run_1/m1.png
Bar = 20 um. Cells faint in the background.
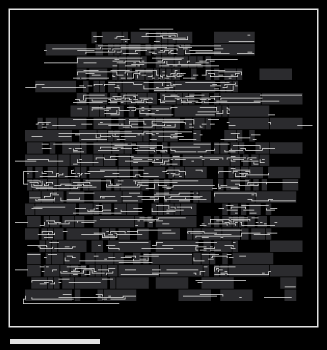
run_1/m2.png
Cells faint in the background.
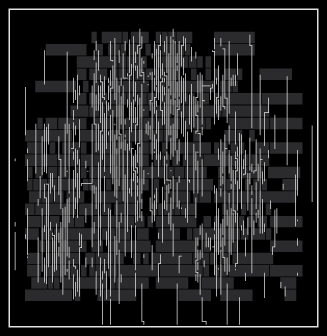
run_1/m3.png
Bar = 20 um. Cells faint in the background.
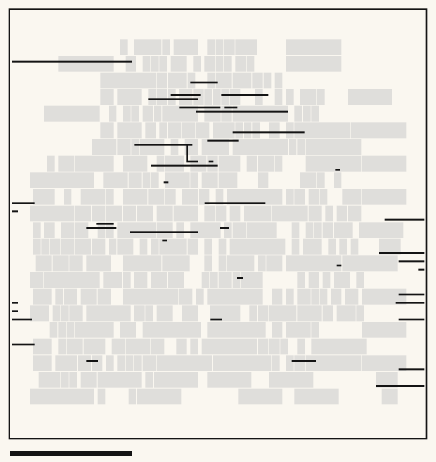
run_1/ff_map.png
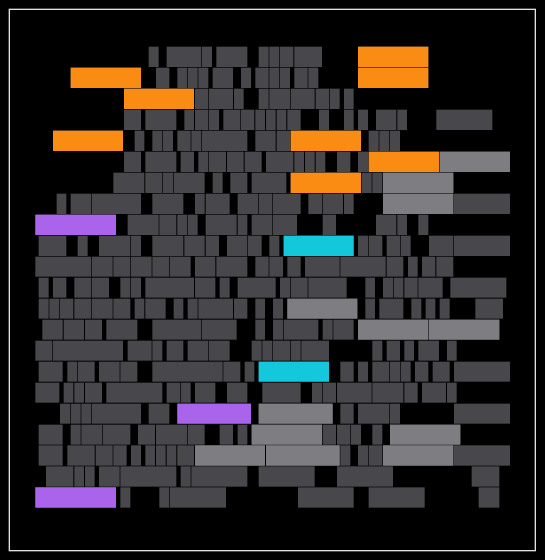
--- src/rtl/johnson_phase_monitor.sv ---
// johnson_phase_monitor
//
// Watches the code of an N-bit Johnson ring counter and reports whether
// it is stepping through its 2N-phase sequence correctly.
// The monitor does the following for each sample:
//   - decodes the code to a phase index,
//   - classifies the step from the previous sample as good, hold or bad,
//   - tracks lock with an UNLOCK / ACQ / LOCKED state machine,
//   - counts faults seen while locked in a saturating 8-bit counter.
//
// Parameters
//   N         Johnson counter width (>= 2); the sequence has 2N phases.
//   LOCK_LEN  consecutive good steps needed to declare lock (1..255).
//   PW        phase index width, $clog2(2*N).
//
// Ports
//   clk       rising-edge clock
//   rst       asynchronous active-low reset
//   en        sample enable; state only advances when en=1
//   q_in      Johnson code from the upstream counter
//   clr_err   synchronous clear of err_cnt, independent of en
//   phase     decoded phase of the last sample (0 when illegal)
//   legal     last sample was a legal Johnson code
//   locked    monitor is in LOCKED
//   step_err  one-cycle pulse on a sequence fault while LOCKED
//   wrap      one-cycle pulse on a good step 2N-1 -> 0 (ACQ or LOCKED)
//   err_cnt   saturating count of step_err events
module johnson_phase_monitor #(
    parameter int N        = 4,
    parameter int LOCK_LEN = 4,
    localparam int PW      = $clog2(2 * N)
) (
    input  logic          clk,
    input  logic          rst,
    input  logic          en,
    input  logic [N-1:0]  q_in,
    input  logic          clr_err,
    output logic [PW-1:0] phase,
    output logic          legal,
    output logic          locked,
    output logic          step_err,
    output logic          wrap,
    output logic [7:0]    err_cnt
);

    localparam logic [1:0] UNLOCK = 2'd0;
    localparam logic [1:0] ACQ    = 2'd1;
    localparam logic [1:0] LOCKED = 2'd2;

    localparam logic [PW-1:0] LAST_PHASE = PW'(2 * N - 1);
    localparam logic [7:0]    LOCK_CNT   = 8'(LOCK_LEN);

    // Returns {legal, phase}. Leading-ones codes map to phases 0..N,
    // trailing-ones codes (MSB clear) map to phases N+1..2N-1.
    function automatic logic [PW:0] decode(input logic [N-1:0] code);
        logic [PW:0]  res;
        logic [N-1:0] pat;
        res = '0;
        for (int k = 0; k <= N; k++) begin
            pat = '0;
            for (int b = 0; b < k; b++) pat[N-1-b] = 1'b1;
            if (code == pat) res = {1'b1, PW'(k)};
        end
        for (int k = 1; k < N; k++) begin
            pat = '0;
            for (int b = 0; b < k; b++) pat[b] = 1'b1;
            if (code == pat) res = {1'b1, PW'(2 * N - k)};
        end
        return res;
    endfunction

    logic [1:0]    state, state_n;
    logic [7:0]    gcnt, gcnt_n;
    logic [PW:0]   dec;
    logic          d_legal;
    logic [PW-1:0] d_phase;
    logic [PW-1:0] succ;
    logic          good, hold;
    logic          serr_n, wrap_n;
    logic [7:0]    err_n;

    // The phase register doubles as the previous sample: it updates on
    // every en=1 sample, and in ACQ/LOCKED the previous sample was legal.
    always_comb begin
        dec     = decode(q_in);
        d_legal = dec[PW];
        d_phase = dec[PW-1:0];
        succ    = (phase == LAST_PHASE) ? '0 : phase + 1'b1;
        good    = d_legal && (d_phase == succ);
        hold    = d_legal && (d_phase == phase);
    end

    always_comb begin
        state_n = state;
        gcnt_n  = gcnt;
        serr_n  = 1'b0;
        wrap_n  = 1'b0;
        if (en) begin
            case (state)
                UNLOCK: begin
                    if (d_legal) begin
                        state_n = ACQ;
                        gcnt_n  = '0;
                    end
                end
                ACQ: begin
                    if (!d_legal) begin
                        state_n = UNLOCK;
                        gcnt_n  = '0;
                    end else if (good) begin
                        wrap_n = (phase == LAST_PHASE);
                        if (gcnt + 8'd1 == LOCK_CNT) begin
                            state_n = LOCKED;
                            gcnt_n  = '0;
                        end else begin
                            gcnt_n = gcnt + 8'd1;
                        end
                    end else if (!hold) begin
                        gcnt_n = '0;
                    end
                end
                LOCKED: begin
                    if (!d_legal) begin
                        state_n = UNLOCK;
                        serr_n  = 1'b1;
                    end else if (good) begin
                        wrap_n = (phase == LAST_PHASE);
                    end else if (!hold) begin
                        state_n = ACQ;
                        gcnt_n  = '0;
                        serr_n  = 1'b1;
                    end
                end
                default: begin
                    state_n = UNLOCK;
                    gcnt_n  = '0;
                end
            endcase
        end
    end

    // Clear dominates a coincident increment; the count sticks at 255.
    always_comb begin
        err_n = err_cnt;
        if (clr_err) begin
            err_n = '0;
        end else if (serr_n && (err_cnt != 8'hFF)) begin
            err_n = err_cnt + 8'd1;
        end
    end

    always_ff @(posedge clk or negedge rst) begin
        if (!rst) begin
            state    <= UNLOCK;
            gcnt     <= '0;
            phase    <= '0;
            legal    <= 1'b0;
            locked   <= 1'b0;
            step_err <= 1'b0;
            wrap     <= 1'b0;
            err_cnt  <= '0;
        end else begin
            state    <= state_n;
            gcnt     <= gcnt_n;
            locked   <= (state_n == LOCKED);
            step_err <= serr_n;
            wrap     <= wrap_n;
            err_cnt  <= err_n;
            if (en) begin
                phase <= d_phase;
                legal <= d_legal;
            end
        end
    end

endmodule
--- config.mk ---
export PLATFORM = sky130hd
export DESIGN_NAME = johnson_phase_monitor
export DESIGN_NICKNAME = d
export VERILOG_FILES = /design/src/rtl/johnson_phase_monitor.sv
export SDC_FILE = /design/constraint.sdc
export NUM_CORES = 1
export LEC_CHECK = 0
export ABC_AREA = 1
export CORE_AREA = 3 3 65 67
export DETAILED_ROUTE_END_ITERATION = 12
export DIE_AREA = 0 0 68 70
export GPL_ROUTABILITY_DRIVEN = 0
export PLACE_DENSITY = 0.74
export SYNTH_ARGS = -nofsm -noshare
export SYNTH_HDL_FRONTEND = slang
export SYNTH_SLANG_ARGS = --single-unit
--- constraint.sdc ---
create_clock -name clk -period 1.9 [get_ports clk]
set_input_delay 0.57 -clock clk [delete_from_list [all_inputs] [get_ports clk]]
set_output_delay 0.57 -clock clk [all_outputs]
set_load 0.1 [all_outputs]
==> impl_metrics.ini, run 1 <==
; flow metrics
[final_layout]
area_growth_pct = 49.4
final_common_cell = nand2_1
sh_seq_area_pct = 23.3
nets = 329
flop_area_sq_um = 637
final_area_sq_um = 2740
largest_class = combinational gates
logic_area_sq_um = 1230
comb_cells = 194
nNonClkBuffers = 54
comb_share_pct = 45.0
flops = 25
drive_above_1_share_pct = 39.1
buffer_area_share_pct = 23.0
final_cell_mix = nand2_1, buf_4, inv_1
n_antenna_cell = 0
nClkBuffers = 4
fillers = 283
clock_cell_area_share_pct = 1.65

[timing]
whs_ns = 0.563
fin_tns_setup_ns = -2.73
rsz0062_at_grt = true
hold_viol_final = 0
fin_crit_ns = 2.10
setup_violations = 19
layout_setup_ws_ns = -0.196
slew_headroom_pct = 77.7

[placement]
port_buffers = 22
placed_cell_area_sq_um = 2490
place_hpwl_mm = 3.50
place_ws_ns = -0.669

[logic_synthesis]
ys_cells = 255
ys_sh_xor_pct = 1.44
yosysChipArea_sq_um = 1830
syn_area_sq_um = 1830
synth_seq_share_pct = 34.2
synth-simple-area-share_pct = 41.4
yosys_register_bits = 25
synthCells = 255
adder_share_pct = 5.47
aoi_share_pct = 10.1
yosysWarnings = 0
logic_family = simple AND/OR/NAND/NOR gates
mux_share_pct = 0

[floorplanning]
die_y_um = 70
core_sq_um = 3690
chipArea_sq_um = 4760
die_x_um = 68
rows = 22

[clock_network]
cts_sinks = 25
cts_root_buf = clkbuf_8
cts_tree = built
cts.clk_slew.worst_paths_ns = 0.09
htreeDepth = 1

[route]
dr.first_iter.drc_count = 133
drt_pass1_iterations = 4
route.detailed.drc = 0
wl_per_cell_um = 13.3

[flow_run]
drv_cap = 0

[worst_setup_path]
cp-start-kind = flip-flop
endpoint_kind = flip-flop
max_stage_delay_ns = 0.50
critPathBufInv = 1
path_cells = ha_4, ha_4, inv_4, nand2_2, nand3b_1, nand2_2, nor2_4, nand3_4, nand2_2, nand2_2, nand2_4, nor2_4, nand4_1, o21ai_1
startpoint = phase[1]
crit_type = flip-flop to flip-flop
critical-path-top-delay-family = simple AND/OR/NAND/NOR gates
worstPathArrival_ns = 2.29
worstPathRequired_ns = 2.09
crit_top_cell = nand2_2

[global_routing]
overflow = 0
grt_max_degree = 26
grt.total_usage_pct = 20.5
grt_pass1_wl_mm = 7.74

[outcome]
status = complete, but fails checks
failed_checks = setup timing

[hold_path]
hold_class = flip-flop to flip-flop

[power]
power_density_nw_per_um2 = 551
total_power_uw = 1510
p_leak_uw = 0.00123
Notes on m1.png above:
The longest straight run is 21.2 um. The wires run mostly horizontal.
final WL: 4.80 mm
via count: 1872
M1 GR Usage: 25.1%

Notes on m2.png above:
The longest straight run is 25.5 um. The layer carries 2500 um of wire. The wires run mostly vertical. 268 nets have wire on it.

Notes on m3.png above:
The layer holds 4.1% of the routed length. The longest straight run is 19.3 um. The layer carries 198 um of wire. 34 nets have wire on it.
met3 Use GR: 2.73%

Notes on ff_map.png above:
state: shown in cyan, sequential cells 2. phase: shown in purple, sequential cells 3. gcnt: shown in orange, sequential cells 8.
Another 12 sequential cells are not colored.

[run 1: routing by layer]
layer	vias up	wire length (um)	GRT usage, %
li1	938	-	-
met1	864	1980	25.1
met2	56	2500	36.0
met3	14	197	2.73
met4	0	125	6.62
met5	-	0	0
[run 1: sequential cells by signal (all words and copies together), names as in the netlist]
| name | flops |
|---|---|
| locked | 1 |
| state | 2 |
| legal | 1 |
| wrap | 1 |
| phase | 3 |
| step_err | 1 |
| gcnt | 8 |
| err_cnt | 8 |
[run 1: what timing repair did]
item / CTS / global route
setup endpoints to repair: 20 / 20
setup buffers: 4 / 2
pin swaps: 10 / 10
resized: 13 / 35
[run 1: Yosys cell counts, drive strengths merged]
cell type	instances	area (sq um)
nor3	3	26.3
nor3b	1	7.51
nand2	89	390
dfrtp	25	626
o21bai	1	7.51
nand4	5	31.3
nor2	23	106
inv	34	128
nor4	1	6.26
nand3	25	168
o31ai	1	7.51
ha	8	100
a21oi	4	20.0
clkbuf	1	3.75
xor2	3	26.3
o21ai	27	150
nand3b	3	22.5
clkinv	1	3.75
[run 1: metrics by stage]
| step | cells | util, % |
|---|---|---|
| finish | 360 | 74.2 |
| global route | 360 | 74.2 |
| CTS | 358 | 70.3 |
| detailed placement | 350 | 67.5 |
| global placement | 350 | 67.5 |
| floorplan | 255 | - |
[run 1: worst paths after layout]
path	end	slack, ns	cells past startpoint
hold reg to reg	gcnt[6]	0.56	2
max in group asynchronous	phase[0]	0.95	2
min in group asynchronous	step_err	0.67	2
hold / removal	gcnt[6]	0.56	2
setup reg to reg	gcnt[3]	-0.20	14
setup / recovery	gcnt[3]	-0.20	14
[run 1: power breakdown]
part,leakage (uW),switching [uW],internal (uW)
Clock,0.0000228,169,150
Sequential,0.000335,14.0,551
Combinational,0.000868,378,246
==> inputs of run 2 (changes only) <==
--- a/config.mk
+++ b/config.mk
@@ -10,6 +10,7 @@
 export DETAILED_ROUTE_END_ITERATION = 12
 export DIE_AREA = 0 0 68 70
 export GPL_ROUTABILITY_DRIVEN = 0
+export MAX_ROUTING_LAYER = met4
 export PLACE_DENSITY = 0.74
 export SYNTH_ARGS = -nofsm -noshare
 export SYNTH_HDL_FRONTEND = slang
run_2/ff_map.png
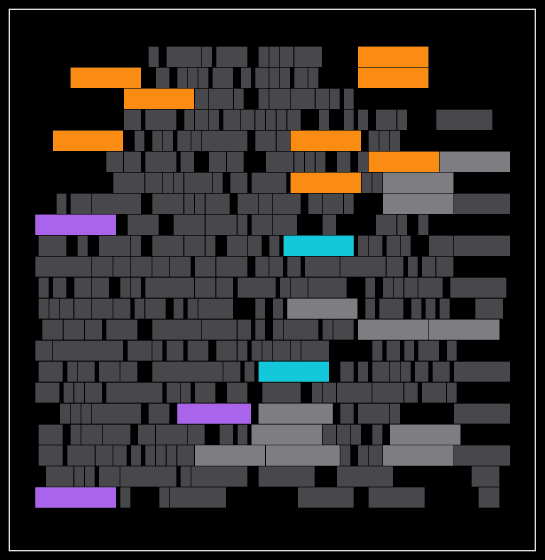
gcnt: shown in orange, sequential cells 8. phase: shown in purple, sequential cells 3. state: shown in cyan, sequential cells 2.
Another 12 sequential cells are not colored.
sequential cell area: 637 sq um
sequential logic power: 565 uW
post-route core utilization: 74.3%

==> impl_metrics.ini, run 2 <==
; flow metrics
[placement]
place_hpwl_mm = 3.50

[outcome]
status = complete, but fails checks
failed_checks = setup timing

[worst_setup_path]
rr_worst_depth = 14
worstPathArrival_ns = 2.30
max_stage_delay_ns = 0.50
r2r_end = gcnt[3]
path_cells = ha_4, ha_4, inv_4, nand2_2, nand3b_1, nand2_2, nor2_4, nand3_4, nand2_2, nand2_2, nand2_4, nor2_4, nand4_1, o21ai_1
crit_top_cell = nand2_2
cp-start-kind = flip-flop
worstPathRequired_ns = 2.10
r2r_slack_ns = -0.20

[power]
power_density_nw_per_um2 = 551
p_leak_uw = 0.00123
total_power_uw = 1510

[final_layout]
sh_seq_area_pct = 23.2
nets = 329
instances_no_fill = 360
largest_class = combinational gates
fillers = 279
comb_share_pct = 45.1
clock_cell_area_share_pct = 1.64
comb_cells = 194
final_common_cell = nand2_1
final_cell_mix = nand2_1, buf_4, inv_1
buffer_area_share_pct = 22.9
largestRegisters = err_cnt (8), gcnt (8), phase (3)
nNonClkBuffers = 54
nClkBuffers = 4
logic_area_sq_um = 1240

[logic_synthesis]
ys_cells = 255
ys_async_sr_fraction_pct = 100
edf_count = 0
yosysTopAreaCellShare_pct = 34.2
syn_area_sq_um = 1830
ff_type = dfrtp_1
yosys_register_bits = 25
synth_seq_share_pct = 34.2
synthCells = 255
area_leaders = dfrtp_1, nand2_1, nand3_1

[timing]
fin_crit_ns = 2.10
layout_setup_ws_ns = -0.205
setup_violations = 19
whs_ns = 0.561
rsz0062_at_grt = true

[hold_path]
holdPathStages = 2
min_to = gcnt[6]
hold_class = flip-flop to flip-flop

[clock_network]
cts.clk_slew.worst_paths_ns = 0.09
cts_sinks = 25
cts_tree = built
cts_root_buf = clkbuf_8
post_cts_resized = 13

[route]
wl_met1_mm = 1.93
route.detailed.drc = 0
wl_mm = 4.79
num_vias = 1870
dr_wl_met3_um = 235
wl_met2_mm = 2.52
drt_pass1_iterations = 4
wl_per_cell_um = 13.3

[global_routing]
grt_pass1_wl_mm = 7.74
grt.total_usage_pct = 21.1
grt_max_degree = 26

[flow_run]
drv_cap = 0

[floorplanning]
die_y_um = 70
core_sq_um = 3690
chipArea_sq_um = 4760
rows = 22
tap_cells = 48
die_x_um = 68
run 2: cell counts after synthesis:
No cell type changed its count.
run 2: stage by stage:
stage               TNS, ns  area, sq um  setup slack (ns)
floorplan             -3.96         1870            -0.307
global placement     -10.96         2490            -0.584
detailed placement   -12.76         2490            -0.669
CTS                   -2.58         2590            -0.174
global route          -4.87         2740            -0.313
finish                -2.64         2740            -0.205
run 2: metal layers:
| metal | GRT usage, % | up-vias |
|---|---|---|
| met3 | 2.73 | 13 |
| li1 | - | 941 |
| met4 | 6.62 | 0 |
| met2 | 36.0 | 60 |
| met5 | - | - |
| met1 | 25.1 | 856 |
run 2: how the worst max path moves through the flow:
stage,start,end,slack (ns),cells after the start
6_report,phase[1],gcnt[3],-0.20,14
5_1_grt,phase[1],err_cnt[4],-0.31,14
4_1_cts,phase[1],err_cnt[2],-0.17,13
3_5_place_dp,q_in[2],gcnt[3],-0.67,14
3_3_place_gp,q_in[3],err_cnt[0],-0.58,14
2_1_floorplan,phase[0],err_cnt[3],-0.31,13
run 2: worst max-delay path: cells and delay by family, from the launching register on:
family	cells	cell delay, ns
AND/OR/NAND/NOR	10	0.94
flip-flops	1	0.50
adder cells (fa/ha/maj)	2	0.34
AND-OR/OR-AND	1	0.19
buffers and inverters	1	0.05
run 2: cells by family (layout without fill, tap and decap cells):
kind of cell	count (synthesis)	in the layout	share of synthesized area, %
flip-flops	25	25	34.2
AND/OR/NAND/NOR	150	150	41.4
AND-OR/OR-AND	33	33	10.1
adder cells (fa/ha/maj)	8	8	5.47
XOR/XNOR	3	3	1.44
buffers and inverters	36	93	7.38
run 2: where the power goes:
group	switching, uW	total (uW)	internal [uW]
Clock	171	321	150
Sequential	14.0	565	551
Combinational	378	625	247
Total	563	1510	948
Power figures rest on the tool's default switching activity, not on a simulated workload.
